==> config.mk <==
export PLATFORM = sky130hd
export DESIGN_NAME = register_file_mp_flat
export DESIGN_NICKNAME = d
export VERILOG_FILES = /design/src/rtl/register_file_mp_if.sv /design/src/rtl/register_file_mp.sv /design/src/flat_wrapper.sv
export SDC_FILE = /design/constraint.sdc
export NUM_CORES = 1
export LEC_CHECK = 0
export ABC_CLOCK_PERIOD_IN_PS = 2700
export CORE_UTILIZATION = 56
export CTS_CLUSTER_DIAMETER = 120
export DETAILED_ROUTE_END_ITERATION = 12
export PLACE_DENSITY = 0.87
export SLEW_MARGIN = 25
export SYNTH_ARGS = -nofsm -noshare
export SYNTH_HDL_FRONTEND = slang
export SYNTH_SLANG_ARGS = --single-unit
==> constraint.sdc <==
create_clock -name clk -period 2.7 [get_ports clk]
set_input_delay 0.54 -clock clk [delete_from_list [all_inputs] [get_ports clk]]
set_output_delay 0.54 -clock clk [all_outputs]
set_load 0.02 [all_outputs]
==> src/rtl/register_file_mp_if.sv <==
// Bus bundle for register_file_mp: write ports, read ports and status flags.
interface register_file_mp_if #(
    parameter int WORD_LENGTH = 8,
    parameter int REG_AMOUNT  = 8,
    parameter int NUM_RD      = 3,
    parameter int NUM_WR      = 2
);
    localparam int AW = $clog2(REG_AMOUNT);

    logic [NUM_WR-1:0]             wrEn;
    logic [NUM_WR*AW-1:0]          addrWrite;
    logic [NUM_WR*WORD_LENGTH-1:0] dataIn;
    logic [NUM_RD-1:0]             rdEn;
    logic [NUM_RD*AW-1:0]          addrRead;
    logic [NUM_RD*WORD_LENGTH-1:0] dataOut;
    logic [NUM_RD-1:0]             rdValid;
    logic                          wrCollision;
    logic                          addrErr;

    modport master (
        output wrEn, addrWrite, dataIn, rdEn, addrRead,
        input  dataOut, rdValid, wrCollision, addrErr
    );

    modport slave (
        input  wrEn, addrWrite, dataIn, rdEn, addrRead,
        output dataOut, rdValid, wrCollision, addrErr
    );
endinterface

==> src/rtl/register_file_mp.sv <==
// Multi-port register file: registered reads, optional write-to-read bypass,
// highest-numbered write port wins. Option macro: REGFILE_ZERO_REG_EN (register 0 reads as zero).
module register_file_mp #(
    parameter int WORD_LENGTH = 8,
    parameter int REG_AMOUNT  = 8,
    parameter int NUM_RD      = 3,
    parameter int NUM_WR      = 2,
    parameter int BYPASS      = 1
) (
    input  logic              clk,
    input  logic              rst_n,
    register_file_mp_if.slave bus
);
    localparam int          AW        = $clog2(REG_AMOUNT);
    localparam logic [AW:0] REG_LIMIT = (AW+1)'(REG_AMOUNT);
`ifdef REGFILE_ZERO_REG_EN
    localparam int          FIRST_REG = 1;
`else
    localparam int          FIRST_REG = 0;
`endif

    function automatic logic addr_in_range(input logic [AW-1:0] addr);
        addr_in_range = ({1'b0, addr} < REG_LIMIT);
    endfunction

    // Addresses that own storage; a hardwired zero register is not writable.
    function automatic logic addr_writable(input logic [AW-1:0] addr);
`ifdef REGFILE_ZERO_REG_EN
        addr_writable = addr_in_range(addr) && (addr != {AW{1'b0}});
`else
        addr_writable = addr_in_range(addr);
`endif
    endfunction

    logic [WORD_LENGTH-1:0]        regs_q [FIRST_REG:REG_AMOUNT-1];
    logic [WORD_LENGTH-1:0]        regs_d [FIRST_REG:REG_AMOUNT-1];
    logic [NUM_RD*WORD_LENGTH-1:0] data_out_q;
    logic [NUM_RD*WORD_LENGTH-1:0] data_out_d;
    logic [NUM_RD-1:0]             rd_valid_q;
    logic                          wr_collision_q;
    logic                          wr_collision_d;
    logic                          addr_err_q;
    logic                          addr_err_d;
    logic [WORD_LENGTH-1:0]        rd_word_s;

    // Write resolution: later (higher) ports overwrite earlier ones; also collision/error flags.
    always_comb begin
        for (int r = FIRST_REG; r < REG_AMOUNT; r++) begin
            regs_d[r] = regs_q[r];
        end
        wr_collision_d = 1'b0;
        addr_err_d     = 1'b0;
        for (int i = 0; i < NUM_WR; i++) begin
            for (int r = FIRST_REG; r < REG_AMOUNT; r++) begin
                regs_d[r] = (bus.wrEn[i] && (bus.addrWrite[i*AW +: AW] == AW'(r)))
                            ? bus.dataIn[i*WORD_LENGTH +: WORD_LENGTH] : regs_d[r];
            end
            addr_err_d = addr_err_d | (bus.wrEn[i] & ~addr_in_range(bus.addrWrite[i*AW +: AW]));
            for (int k = i + 1; k < NUM_WR; k++) begin
                wr_collision_d = wr_collision_d
                               | (bus.wrEn[i] & bus.wrEn[k]
                                  & addr_writable(bus.addrWrite[i*AW +: AW])
                                  & (bus.addrWrite[i*AW +: AW] == bus.addrWrite[k*AW +: AW]));
            end
        end
        for (int j = 0; j < NUM_RD; j++) begin
            addr_err_d = addr_err_d | (bus.rdEn[j] & ~addr_in_range(bus.addrRead[j*AW +: AW]));
        end
    end

    // Read mux: unmatched (illegal or hardwired-zero) addresses fall through to zero.
    always_comb begin
        data_out_d = data_out_q;
        rd_word_s  = {WORD_LENGTH{1'b0}};
        for (int j = 0; j < NUM_RD; j++) begin
            rd_word_s = {WORD_LENGTH{1'b0}};
            for (int r = FIRST_REG; r < REG_AMOUNT; r++) begin
                rd_word_s = (bus.addrRead[j*AW +: AW] == AW'(r))
                            ? ((BYPASS != 0) ? regs_d[r] : regs_q[r]) : rd_word_s;
            end
            data_out_d[j*WORD_LENGTH +: WORD_LENGTH] = bus.rdEn[j] ? rd_word_s
                                                     : data_out_q[j*WORD_LENGTH +: WORD_LENGTH];
        end
    end

    // State and output registers; synchronous reset drops any read in flight.
    always_ff @(posedge clk) begin
        if (!rst_n) begin
            for (int r = FIRST_REG; r < REG_AMOUNT; r++) begin
                regs_q[r] <= {WORD_LENGTH{1'b0}};
            end
            data_out_q     <= {(NUM_RD*WORD_LENGTH){1'b0}};
            rd_valid_q     <= {NUM_RD{1'b0}};
            wr_collision_q <= 1'b0;
            addr_err_q     <= 1'b0;
        end else begin
            for (int r = FIRST_REG; r < REG_AMOUNT; r++) begin
                regs_q[r] <= regs_d[r];
            end
            data_out_q     <= data_out_d;
            rd_valid_q     <= bus.rdEn;
            wr_collision_q <= wr_collision_d;
            addr_err_q     <= addr_err_d;
        end
    end

    assign bus.dataOut     = data_out_q;
    assign bus.rdValid     = rd_valid_q;
    assign bus.wrCollision = wr_collision_q;
    assign bus.addrErr     = addr_err_q;
endmodule

==> src/flat_wrapper.sv <==
// flat-port wrapper written by rule: the top's interface ports become plain ports
module register_file_mp_flat 
#(
    parameter int WORD_LENGTH = 8,
    parameter int REG_AMOUNT  = 8,
    parameter int NUM_RD      = 3,
    parameter int NUM_WR      = 2,
    parameter int BYPASS      = 1
)
  (clk, rst_n, bus_wrEn, bus_addrWrite, bus_dataIn, bus_rdEn, bus_addrRead, bus_dataOut, bus_rdValid, bus_wrCollision, bus_addrErr);
  register_file_mp_if #(.WORD_LENGTH(WORD_LENGTH), .REG_AMOUNT(REG_AMOUNT), .NUM_RD(NUM_RD), .NUM_WR(NUM_WR)) bus_i ();
  input  logic clk;
  input  logic rst_n;
  input wire logic [$bits(bus_i.wrEn)-1:0] bus_wrEn;
  input wire logic [$bits(bus_i.addrWrite)-1:0] bus_addrWrite;
  input wire logic [$bits(bus_i.dataIn)-1:0] bus_dataIn;
  input wire logic [$bits(bus_i.rdEn)-1:0] bus_rdEn;
  input wire logic [$bits(bus_i.addrRead)-1:0] bus_addrRead;
  output wire logic [$bits(bus_i.dataOut)-1:0] bus_dataOut;
  output wire logic [$bits(bus_i.rdValid)-1:0] bus_rdValid;
  output wire logic [$bits(bus_i.wrCollision)-1:0] bus_wrCollision;
  output wire logic [$bits(bus_i.addrErr)-1:0] bus_addrErr;
  assign bus_i.wrEn = bus_wrEn;
  assign bus_i.addrWrite = bus_addrWrite;
  assign bus_i.dataIn = bus_dataIn;
  assign bus_i.rdEn = bus_rdEn;
  assign bus_i.addrRead = bus_addrRead;
  assign bus_dataOut = bus_i.dataOut;
  assign bus_rdValid = bus_i.rdValid;
  assign bus_wrCollision = bus_i.wrCollision;
  assign bus_addrErr = bus_i.addrErr;
  register_file_mp #(.WORD_LENGTH(WORD_LENGTH), .REG_AMOUNT(REG_AMOUNT), .NUM_RD(NUM_RD), .NUM_WR(NUM_WR), .BYPASS(BYPASS)) u_core (.clk(clk), .rst_n(rst_n), .bus(bus_i));
endmodule
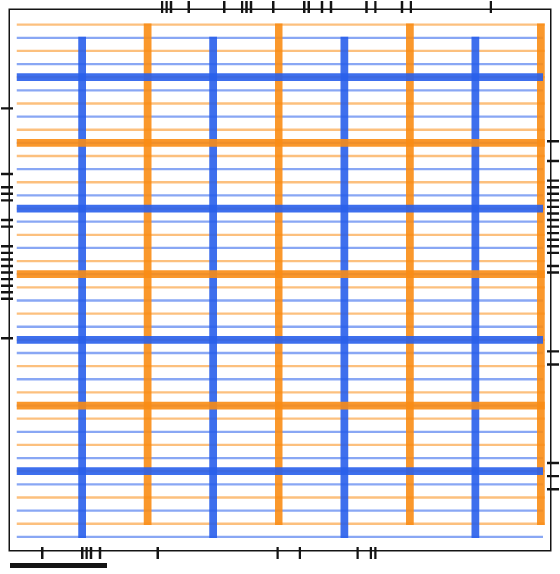
(images/pdn.png)
Bar = 20 microns. Pins as bars on the die edge.
- VDD: orange
- VSS: blue
- met4 straps: 8
- met1 rails: 40
- met5 straps: 7
vertical die dimension: 112 microns
width of the chip: 112 microns

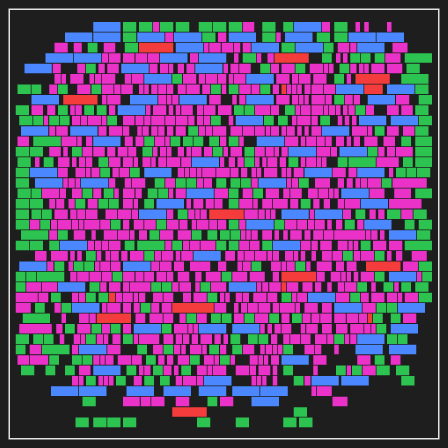
(images/cell_classes.png)
- flip-flops: blue (cells 92; share of their area 21%)
- clock drivers and dummy loads: red (cells 15; share of their area 3.2%)
- other buffers and delay cells: green (cells 263; share of their area 25%)
- all other logic: magenta (cells 697; share of their area 51%)
fraction of area in registers: 20.1%
Post-Layout Inst Area: 9160 sq um

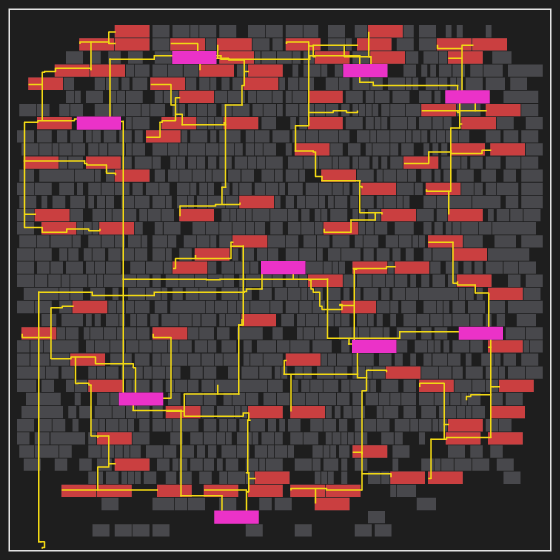
(images/clock_map.png)
- flip-flops: red (count 92)
- clock wires: yellow (length 1,350 microns)
- cells driving clock nets: magenta (count 9)
- flops lie: spread over the die

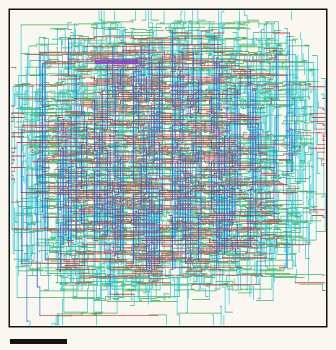
(images/metal_stack.png)
Bar = 20 microns.
- met5: purple (wire length 13.8 microns)
- met2: cyan (wire length 12,400 microns)
- met4: blue (wire length 3,220 microns)
- met3: red (wire length 5,490 microns)
- met1: green (wire length 10,000 microns)
per-cell routed wire length: 25.7 microns
wirelength, routed: 31,100 microns

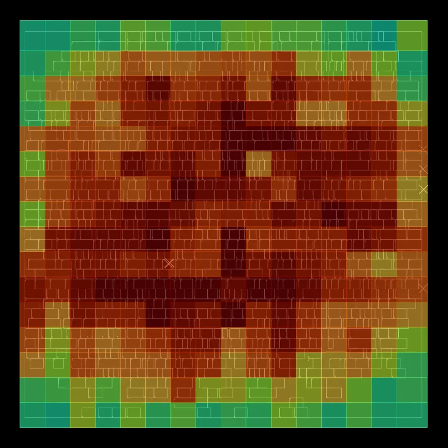
(images/final_congestion.png)
post-layout util: 79.2%
met2 GRT Util: 69.7%
met1 routing resource usage after global routing: 57.7%
busiest layer in global routing: met2

==> impl_results.rst <==
Implementation results
======================

.. list-table::
   :header-rows: 1

   * - Metric
     - Value
   * - First-pass GRT wire length
     - 46,700 microns
   * - Flip-flop count of the largest register, all copies and words added
     - 64
   * - Worst Hold Launch
     - u_core.bus.dataOut[23]$_SDFFE_PN0P_
   * - Finish-stage setup viols
     - 1
   * - Ant diodes
     - 0
   * - Floorplan Core Area
     - 11,600 sq um
   * - Library cell occupying the most area in the post-synthesis netlist
     - dfxtp_1
   * - Actual transition at the worst max-transition pin
     - 0.708 ns
   * - Reg-to-Reg End
     - u_core.bus.dataOut[14]$_SDFFE_PN0P_
   * - Total CTS buffers
     - 9
   * - Yosys Chip Area
     - 6760 sq um
   * - DRC
     - 10
   * - Placement-stage worst setup slack
     - -0.303 ns
   * - Violations in the final reports
     - DRC, setup timing
   * - Hold Path Stages
     - 2
   * - Fmax
     - 360 MHz
   * - Worst Setup Slack, final
     - -0.0772 ns
   * - Clock-pin slew on the worst setup and hold paths
     - 0.07 ns
   * - Result of the run
     - complete, but fails checks
   * - Critical path class
     - in -> reg
   * - Routability cong.
     - 1.20
-- per-layer routing --
layer | part of all wire (%) | wire length (microns) | track usage (%) | up-vias
met1 | 32 | 10000 | 57.7 | 3907
met5 | 0.042 | 13 | 0 | -
met4 | 10 | 3220 | 38.8 | 2
li1 | - | - | - | 3649
met3 | 18 | 5490 | 22.8 | 369
met2 | 40 | 12400 | 69.7 | 1007
-- area by class of cell --
type                            count  area, sq um  area share [%]
Clock buffer                       13          250            2.73
Multi-Input combinational cell    679         4520            49.3
Inverter                           18         67.6           0.738
Clock inverter                      2         35.0           0.382
Timing Repair Buffer              263         2270            24.8
Tap cell                          143          179            1.95
Sequential cell                    92         1840            20.1
